**src/rtl/data_register_pkg.sv**
```systemverilog
`default_nettype none
// ============================================================================
// Module   : data_register_pkg
// Purpose  : Shared constants and types for the data_register block.
//            DATA_W / ADDR_W are the default entry and address widths;
//            data_t / addr_t are convenience types at those widths.
// Ports    : none (package)
// Revision : 1.0  initial release
// ============================================================================
package data_register_pkg;

  localparam int DATA_W = 8;
  localparam int ADDR_W = 8;
  localparam int DEPTH  = 2 ** ADDR_W;

  typedef logic [DATA_W-1:0] data_t;
  typedef logic [ADDR_W-1:0] addr_t;

endpackage : data_register_pkg
`default_nettype wire

```
**src/rtl/data_register_entry.sv**
```systemverilog
`default_nettype none
// ============================================================================
// Module   : data_register_entry
// Purpose  : One storage entry of the register file: a DATA_W-bit flop with
//            asynchronous active-high reset and a local write enable.
// Ports    : clock   - rising-edge clock
//            reset   - async active-high, loads RESET_VAL
//            we_i    - local write enable (already address-decoded)
//            d_i     - data to store
//            q_o     - current entry contents
// Revision : 1.0  initial release
// ============================================================================
module data_register_entry #(
  parameter int                DATA_W    = 8,
  parameter logic [DATA_W-1:0] RESET_VAL = '0
) (
  input  logic              clock,
  input  logic              reset,
  input  logic              we_i,
  input  logic [DATA_W-1:0] d_i,
  output logic [DATA_W-1:0] q_o
);

  logic [DATA_W-1:0] data_q;

  // Reset has priority, so a write strobe on an edge where reset is still
  // high is discarded.
  always_ff @(posedge clock or posedge reset) begin
    if (reset) begin
      data_q <= RESET_VAL;
    end else if (we_i) begin
      data_q <= d_i;
    end
  end

  assign q_o = data_q;

endmodule : data_register_entry
`default_nettype wire

```
**src/rtl/data_register.sv**
```systemverilog
`default_nettype none
// ============================================================================
// Module   : data_register
// Purpose  : 2**ADDR_W x DATA_W register file with one synchronous write port
//            and one combinational read port. All entries clear to RESET_VAL
//            on asynchronous active-high reset.
// Ports    : clock        - rising-edge clock for writes
//            reset        - async active-high, clears every entry
//            enable_write - write strobe sampled on rising clock edge
//            write_addr   - entry written when enable_write=1
//            read_addr    - entry driven onto read_data
//            write_data   - value stored at write_addr
//            read_data    - contents of entry read_addr (combinational)
// Revision : 1.0  initial release
// ============================================================================
module data_register #(
  parameter int                DATA_W    = 8,
  parameter int                ADDR_W    = 8,
  parameter logic [DATA_W-1:0] RESET_VAL = '0
) (
  input  logic              clock,
  input  logic              reset,
  input  logic              enable_write,
  input  logic [ADDR_W-1:0] write_addr,
  input  logic [ADDR_W-1:0] read_addr,
  input  logic [DATA_W-1:0] write_data,
  output logic [DATA_W-1:0] read_data
);

  import data_register_pkg::*;

  localparam int DEPTH_L = 2 ** ADDR_W;

  logic [DEPTH_L-1:0]             entry_we;
  logic [DEPTH_L-1:0][DATA_W-1:0] entry_q;

  // Address decoder plus one storage entry per address. Every address value
  // maps to an entry, so no range checking is needed.
  generate
    for (genvar i = 0; i < DEPTH_L; i++) begin : g_entry
      assign entry_we[i] = enable_write && (write_addr == ADDR_W'(i));

      data_register_entry #(
        .DATA_W    (DATA_W),
        .RESET_VAL (RESET_VAL)
      ) u_entry (
        .clock (clock),
        .reset (reset),
        .we_i  (entry_we[i]),
        .d_i   (write_data),
        .q_o   (entry_q[i])
      );
    end
  endgenerate

  // Read straight from storage: no write_data bypass, so a same-address
  // write only becomes visible after the clock edge.
  assign read_data = entry_q[read_addr];

endmodule : data_register
`default_nettype wire

```
**config.mk**
```make
export PLATFORM = sky130hd
export DESIGN_NAME = data_register
export DESIGN_NICKNAME = d
export VERILOG_FILES = /design/src/rtl/data_register_pkg.sv /design/src/rtl/data_register_entry.sv /design/src/rtl/data_register.sv
export SDC_FILE = /design/constraint.sdc
export NUM_CORES = 2
export LEC_CHECK = 0
export ABC_AREA = 1
export CORE_MARGIN = 4
export CORE_UTILIZATION = 55
export CTS_CLUSTER_SIZE = 28
export DETAILED_ROUTE_END_ITERATION = 8
export HOLD_SLACK_MARGIN = 0.1
export PLACE_DENSITY = 0.71
export SLEW_MARGIN = 30
export SYNTH_ARGS = -nofsm -noshare
export SYNTH_HDL_FRONTEND = slang
export SYNTH_SLANG_ARGS = --single-unit
export TNS_END_PERCENT = 50
```
**constraint.sdc**
```tcl
create_clock -name clock -period 117.9 [get_ports clock]
set_clock_uncertainty 0.1 [all_clocks]
set_input_delay 11.79 -clock clock [delete_from_list [all_inputs] [get_ports clock]]
set_output_delay 11.79 -clock clock [all_outputs]
set_load 0.02 [all_outputs]
```
==> reports/summary.log <==
[status] status complete, no violations
[sta] Tmin final 29.12 ns
[worst_setup_path] worst stage delay on the critical path 0.85 ns
[routing] tally of nets with antenna violations remaining after routing 0
[worst_setup_path] CP Data Required Time 106.01 ns
[routing] length of routed met3 wiring 28580 um
[worst_setup_path] arrival time worst endpoint 17.23 ns
[cts] clock tree from TritonCTS built
[logic_synthesis] most used standard cells in the synthesized netlist 4246 x sky130_fd_sc_hd__nand2_1, 2048 x sky130_fd_sc_hd__dfrtp_1, 2015 x sky130_fd_sc_hd__nand3_1
[worst_setup_path] kind of start point of the critical path primary input
[job] Tool Warnings 78
[worst_setup_path] category of the most critical setup path primary input to output port
[cells_and_area] signed area change from the synthesized netlist to the final layout 8.225%
[logic_synthesis] biggest area consumer among synthesized cells sky130_fd_sc_hd__dfrtp_1
[logic_synthesis] post-synthesis register bit count 2048
[cells_and_area] number of filler cells placed in the layout 14704
[worst_setup_path] Crit Reg-Reg Endpoint g_entry[230].u_entry.q_o[4]$_DFFE_PP0P_
[power_and_ir_drop] leakage power of the design 44.25 nW
[logic_synthesis] proportion of netlist area held by the largest area contributor 55.43%
[worst_setup_path] worst reg2reg path startpoint g_entry[230].u_entry.q_o[4]$_DFFE_PP0P_
[hold_path] Hold Path Origin g_entry[195].u_entry.q_o[0]$_DFFE_PP0P_
[sta] maximum achievable frequency 34.34 MHz
[logic_synthesis] largest family of logic cells by area simple AND/OR/NAND/NOR gates
[logic_synthesis] post-synthesis instance area 92460 sq um
[logic_synthesis] Yosys warning count 0
[logic_synthesis] chip area line of the yosys report 92460 sq um
[logic_synthesis] share of synthesized cell area in and, or, nand and nor gates 29.13%
[logic_synthesis] most repeated cell in the gate-level netlist after synthesis sky130_fd_sc_hd__nand2_1
[routing] Via-to-Cell Ratio 6.058
[cts] total setup buffers inserted after CTS 0
[global_route] global-route wire length before repair 453400 um
[cells_and_area] # nets final 11003
[sta] worst hold-check slack 0.3835 ns
[place] worst setup slack before clock tree synthesis 88.58 ns
[cts] total clock sinks 2048
## area by class of cell
class / count / area [sq um] / share of cell area [%]
Timing Repair Buffer: 153 / 1533 / 1.532
Clock buffer: 305 / 6091 / 6.087
Clock inverter: 74 / 859.6 / 0.8590
Multi-Input combinational cell: 8519 / 37310 / 37.29
Antenna cell: 1 / 2.502 / 0.002501
Sequential cell: 2048 / 51250 / 51.21
Tap cell: 2204 / 2758 / 2.756
Inverter: 46 / 265.3 / 0.2651
## cell families after synthesis
logic type,Yosys count
and+or+nand+nor,6469
buffers and inverters,1006
AOI/OAI and AO/OA,2050
DFF,2048
## report_power, final
group          internal (mW)  total [mW]  switching (mW)
combinational         0.0380       0.142           0.104
sequential             0.738       0.757          0.0192
clock                  0.383       0.673           0.290
total                   1.16        1.57           0.413
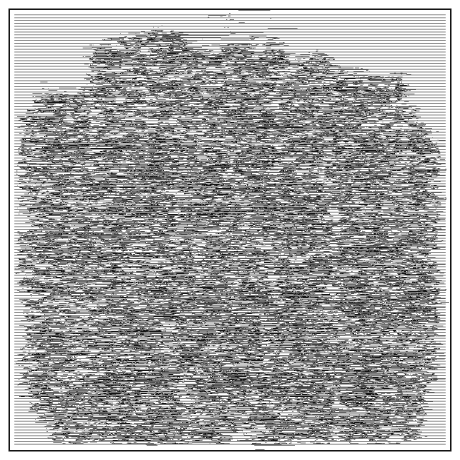
(met1 routing)
Supply wires on this layer in grey.
wire length on this layer: 119 mm
nets with wire on the layer: 10297
share of all routed wire: 41%
routed wire length: 288400 um
total number of vias: 80878
met1 track demand over resource in global routing: 46.02%

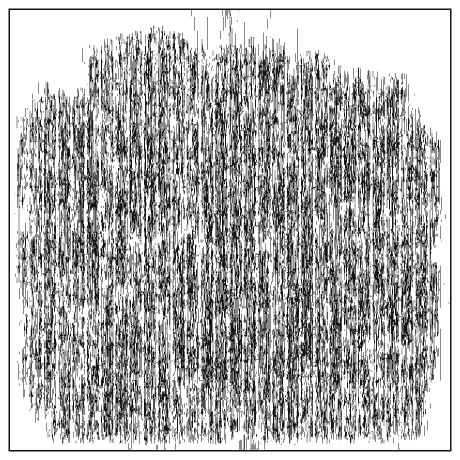
(the metal 2 layer)
nets with wire on the layer: 8106
longest straight run: 109 um
share of all routed wire: 44%
wire length on this layer: 128 mm
main direction: vertical
GR met2 Demand/Resource: 50.10%

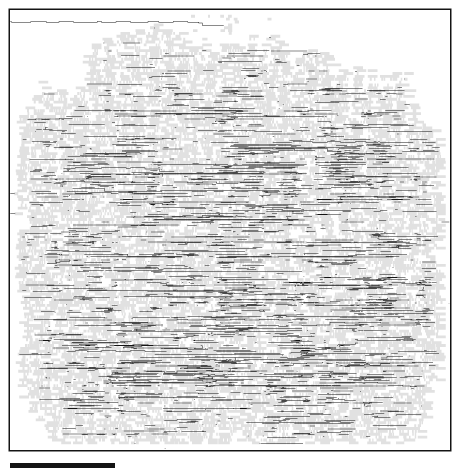
(the metal 3 layer)
Bar = 100 um.
longest straight run: 157 um
share of all routed wire: 9.9%
main direction: horizontal
routing usage on met3: 6.958%

Power figures rest on the tool's default switching activity, not on a simulated workload.
